$ cat src/rtl/vc_pkg.sv
// Shared definitions for the valid/credit link blocks (arbiter and converter).
// Provides the credit counter width helper and a common credit count type.
package vc_pkg;

    // Width needed to hold a count from 0 up to and including n.
    function automatic int unsigned cnt_w(input int unsigned n);
        return $clog2(n + 1);
    endfunction

    localparam int unsigned CREDIT_CNT_MAX_W = 8;

    typedef logic [CREDIT_CNT_MAX_W-1:0] credit_cnt_t;

endpackage

$ cat src/rtl/vc_rr_arbiter.sv
// Combinational round-robin pick: lowest set request at or above ptr, with wrap.
// Uses a double-width request vector so the wrap needs no second search.
module vc_rr_arbiter #(
    parameter int unsigned N = 4
) (
    input  logic [N-1:0]         req,
    input  logic [$clog2(N)-1:0] ptr,
    output logic [N-1:0]         grant,
    output logic [$clog2(N)-1:0] grant_idx,
    output logic                 grant_any
);

    localparam int unsigned IW = $clog2(N);
    localparam int unsigned PW = $clog2(2 * N);

    logic [2*N-1:0] dbl_req;
    logic [2*N-1:0] masked;
    logic [PW-1:0]  pos;
    int unsigned    ptr_u;

    assign dbl_req = {req, req};

    // Bits below ptr in the lower copy are masked; the upper copy supplies the wrapped requesters.
    always_comb begin
        ptr_u  = 32'(ptr);
        masked = '0;
        for (int unsigned i = 0; i < 2 * N; i++) begin
            masked[i] = dbl_req[i] && (i >= ptr_u);
        end
    end

    always_comb begin
        grant_any = 1'b0;
        pos       = '0;
        for (int unsigned i = 0; i < 2 * N; i++) begin
            if (!grant_any && masked[i]) begin
                grant_any = 1'b1;
                pos       = PW'(i);
            end
        end
    end

    always_comb begin
        grant_idx = '0;
        grant     = '0;
        if (grant_any) begin
            grant_idx = (pos >= PW'(N)) ? IW'(pos - PW'(N)) : IW'(pos);
            grant[grant_idx] = 1'b1;
        end
    end

endmodule

$ cat src/rtl/vr_vc_arbiter.sv
// Round-robin arbiter merging REQ_NUM valid/ready requesters onto one valid/credit link.
// Holds the link credit counter so a beat is only sent when a downstream slot exists.
module vr_vc_arbiter
    import vc_pkg::*;
#(
    parameter int unsigned DATA_WIDTH = 8,
    parameter int unsigned CREDIT_NUM = 2,
    parameter int unsigned REQ_NUM    = 4
) (
    input  logic                            clk,
    input  logic                            rst_n,
    input  logic [REQ_NUM*DATA_WIDTH-1:0]   req_data_i,
    input  logic [REQ_NUM-1:0]              req_valid_i,
    output logic [REQ_NUM-1:0]              req_ready_o,
    output logic [DATA_WIDTH-1:0]           m_data_o,
    output logic                            m_valid_o,
    input  logic                            m_credit_i,
    output logic [$clog2(REQ_NUM)-1:0]      m_grant_id_o,
    output logic [cnt_w(CREDIT_NUM)-1:0]    credit_cnt_o,
    output logic                            credit_err_o
);

    localparam int unsigned IW = $clog2(REQ_NUM);
    localparam int unsigned CW = cnt_w(CREDIT_NUM);

    logic [IW-1:0]         ptr_q;
    logic [CW-1:0]         credit_q;
    logic [DATA_WIDTH-1:0] data_q;
    logic                  valid_q;
    logic [IW-1:0]         grant_id_q;
    logic                  err_q;

    logic [REQ_NUM-1:0]    grant;
    logic [IW-1:0]         grant_idx;
    logic                  grant_any;
    logic                  can_grant;
    logic                  accept;
    logic [DATA_WIDTH-1:0] sel_data;

    vc_rr_arbiter #(
        .N (REQ_NUM)
    ) u_rr (
        .req       (req_valid_i),
        .ptr       (ptr_q),
        .grant     (grant),
        .grant_idx (grant_idx),
        .grant_any (grant_any)
    );

    // Ready depends only on the registered count, never on this cycle's credit return.
    assign can_grant   = rst_n && (credit_q != '0);
    assign req_ready_o = can_grant ? grant : '0;
    assign accept      = can_grant && grant_any;

    always_comb begin
        sel_data = '0;
        for (int unsigned r = 0; r < REQ_NUM; r++) begin
            if (grant[r]) begin
                sel_data = req_data_i[r*DATA_WIDTH +: DATA_WIDTH];
            end
        end
    end

    always_ff @(posedge clk) begin
        if (!rst_n) begin
            ptr_q      <= '0;
            credit_q   <= CW'(CREDIT_NUM);
            data_q     <= '0;
            valid_q    <= 1'b0;
            grant_id_q <= '0;
            err_q      <= 1'b0;
        end else begin
            valid_q <= accept;
            if (accept) begin
                data_q     <= sel_data;
                grant_id_q <= grant_idx;
                ptr_q      <= (grant_idx == IW'(REQ_NUM - 1)) ? '0 : grant_idx + 1'b1;
            end

            // Accept with simultaneous credit return leaves the count unchanged.
            if (accept && !m_credit_i) begin
                credit_q <= credit_q - 1'b1;
            end else if (!accept && m_credit_i) begin
                if (credit_q == CW'(CREDIT_NUM)) begin
                    err_q <= 1'b1;
                end else begin
                    credit_q <= credit_q + 1'b1;
                end
            end
        end
    end

    assign m_data_o     = data_q;
    assign m_valid_o    = valid_q;
    assign m_grant_id_o = grant_id_q;
    assign credit_cnt_o = credit_q;
    assign credit_err_o = err_q;

endmodule

$ cat config.mk
export PLATFORM = sky130hd
export DESIGN_NAME = vr_vc_arbiter
export DESIGN_NICKNAME = d
export VERILOG_FILES = /design/src/rtl/vc_pkg.sv /design/src/rtl/vc_rr_arbiter.sv /design/src/rtl/vr_vc_arbiter.sv
export SDC_FILE = /design/constraint.sdc
export NUM_CORES = 1
export LEC_CHECK = 0
export CORE_UTILIZATION = 40
export DETAILED_ROUTE_END_ITERATION = 8
export GPL_TIMING_DRIVEN = 0
export PLACE_DENSITY_LB_ADDON = 0.3
export SETUP_SLACK_MARGIN = 0.02
export SLEW_MARGIN = 25
export SYNTH_ARGS = -nofsm -noshare
export SYNTH_HDL_FRONTEND = slang
export SYNTH_HIERARCHICAL = 1
export SYNTH_SLANG_ARGS = --single-unit
$ cat constraint.sdc
create_clock -name clk -period 3.4 [get_ports clk]
set_input_delay 1.02 -clock clk [delete_from_list [all_inputs] [get_ports clk]]
set_output_delay 1.02 -clock clk [all_outputs]
set_load 0.005 [all_outputs]
### Metal 1

Bar = 20 um. Cells faint in the background.
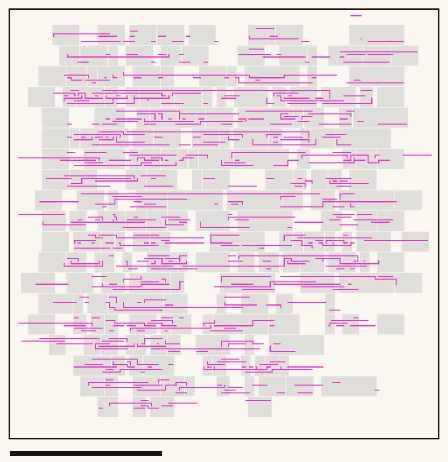
218 nets have wire on it. The longest straight run is 31.3 um. The layer carries 1,460 um of wire.

### Signal wires on met2

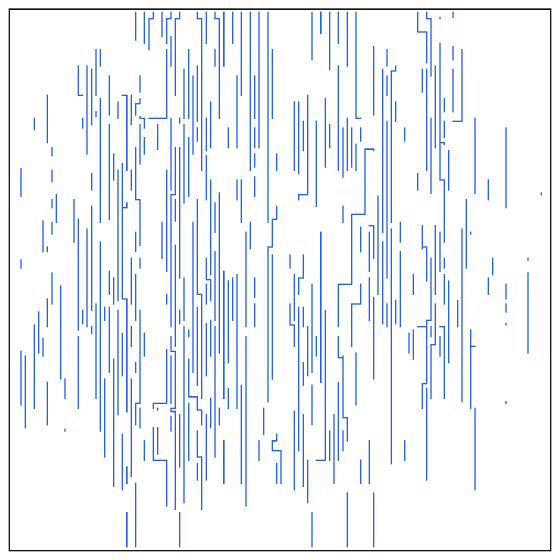
212 nets have wire on it. The wires run mostly vertical.

==> results.txt <==
Item: results of the latest flow run.

- The maximum buffer depth of the clock tree is 2.
- The overall power after layout is 0.767 mW.
- The via count of the first global-routing pass is 1,226.
- The final timing report lists a hold violation count of 0.
- The post-route netlist has ~23% of its cells at a drive strength greater than 1.
- After synthesis the netlist holds a flip-flop and latch count of 16.
- In the final design database the tool counted 252 nets.
- The post-synth area from yosys stat is between 1000 and 1500 um2.
- The die span in y is around 56 um.
- The global routing usage summed across all routing layers is 20.4%.
- The commonest register cell after synthesis is dfxtp_1.
- The actual transition at the worst max-transition pin is 0.448 ns.
- The buffer type at the clock tree root is clkbuf_4.
- The final weighted congestion recorded by global placement is 0.813.
- After synthesis the cells add up to 1180 um2.
- The number of warning messages in the logs is 29.
- The count of cells along the worst register-to-register path is 8.
- The half-perimeter wire length after placement is approximately 2.5 mm.
- The worst hold-check path type is reg -> reg.
- The flow ran to the end, and the final reports show no timing, DRC or antenna violations.
- From left edge to right edge, the die measures 56.3 um.
- For reference, the final report shows the max-slew violation count at 0.
- TritonCTS built the clock tree.
### The metal 3 layer

Bar = 20 um.
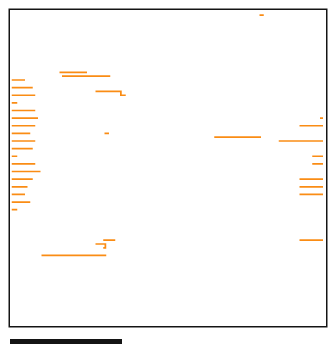
The layer holds 3.7% of the routed length. The longest straight run is 11.3 um. The layer carries 127 um of wire. 34 nets have wire on it. The wires run mostly horizontal.

### Cells by drive strength

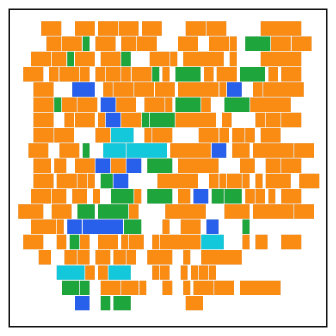
Key: orange = _0 and _1 cells [cells 161, share 77%]; green = _2 cells [cells 28, share 13%]; cyan = _6 and larger [cells 6, share 2.9%]; blue = _3 and _4 cells [cells 13, share 6.3%]

state kept, by name, summed over array words and instances, names as in the netlist:
| register | count |
|---|---|
| ptr_q | 2 |
| m_data_o | 8 |
| credit_cnt_o | 2 |
| m_valid_o | 1 |
| credit_err_o | 1 |
| m_grant_id_o | 2 |
layout make-up:
cell class	instances	area [um2]
Fill cell	245	915
Multi-Input combinational cell	105	752
Timing Repair Buffer	58	566
Sequential cell	16	320
Buffer	11	108
Inverter	15	60.1
Tap cell	31	38.8
Clock buffer	3	22.5
layer usage:
| layer | track usage, % | part of all wire [%] |
|---|---|---|
| met5 | 0 | 0 |
| met1 | 23.8 | 43 |
| met2 | 37.8 | 52 |
| met4 | 8.01 | 1.3 |
| met3 | 2.07 | 3.7 |
kinds of logic after synthesis:
kind of cell    Yosys count  share of synthesized area [%]
compound gates           57                           36.3
xor+xnor                  1                          0.742
fa+ha+maj                 3                           3.18
buf+inv                  27                           12.3
flops                    16                           27.1
mux                       2                           1.69
simple gates             42                           18.6
repair_timing:
item | 4_1_cts | 5_1_grt
pin swaps | 2 | 0
resized | 14 | 14
buffers inserted | 5 | 0
setup endpoints to repair | 4 | 3
through the flow:
stage	instance area (um2)	util, %
final	1870	67.1
after global routing	1870	67.1
after CTS	1830	65.7
after detailed placement	1750	62.9
after global placement	1750	62.9
after floorplan	1180	-
how the worst max path moves through the flow:
stage / to / depth (start not counted) / start
6_report: req_ready_o[3] / 6 / req_valid_i[0]
2_1_floorplan: req_ready_o[3] / 6 / req_valid_i[0]
3_5_place_dp: req_ready_o[3] / 6 / req_valid_i[3]
5_1_grt: req_ready_o[3] / 6 / req_valid_i[0]
4_1_cts: req_ready_o[3] / 6 / req_valid_i[1]
3_3_place_gp: req_ready_o[3] / 6 / req_valid_i[3]
synth_stat cells, types with 2 or more instances:
| library cell | count | area [um2] |
|---|---|---|
| o21ai_1 | 3 | 15.0 |
| a21oi_1 | 13 | 65.1 |
| clkbuf_1 | 2 | 7.51 |
| buf_2 | 2 | 10.0 |
| o21ai_0 | 13 | 65.1 |
| nor2_1 | 6 | 22.5 |
| o21a_1 | 2 | 15.0 |
| dfxtp_1 | 16 | 320 |
| inv_1 | 6 | 22.5 |
| inv_2 | 7 | 26.3 |
| a221o_1 | 8 | 80.1 |
| o221a_2 | 2 | 22.5 |
| clkbuf_2 | 3 | 15.0 |
| nand2_1 | 16 | 60.1 |
| nand3b_1 | 8 | 60.1 |
| nor2b_1 | 2 | 12.5 |
| and2_1 | 4 | 25.0 |
| a31oi_2 | 8 | 100 |
| mux2i_1 | 2 | 20.0 |
| ha_1 | 3 | 37.5 |
| buf_6 | 4 | 45.0 |
placed cells by master, fill, tap and decap left out, drive strengths merged, types with 8 or more instances in the layout:
cell type and n:
a21oi 13, clkdlybuf4s50 48, a31oi 8, buf 15, nand3b 8, a221o 8
dfxtp 16, o21ai 16, nand2 17, inv 14
worst max-delay path, stage by stage:
cell and delay [ns]:
buf_4 0.15, a21oi_2 0.16, o221a_2 0.23, buf_12 0.14, and2_1 0.12, clkdlybuf4s50_1 0.49
Power figures rest on the tool's default switching activity, not on a simulated workload.
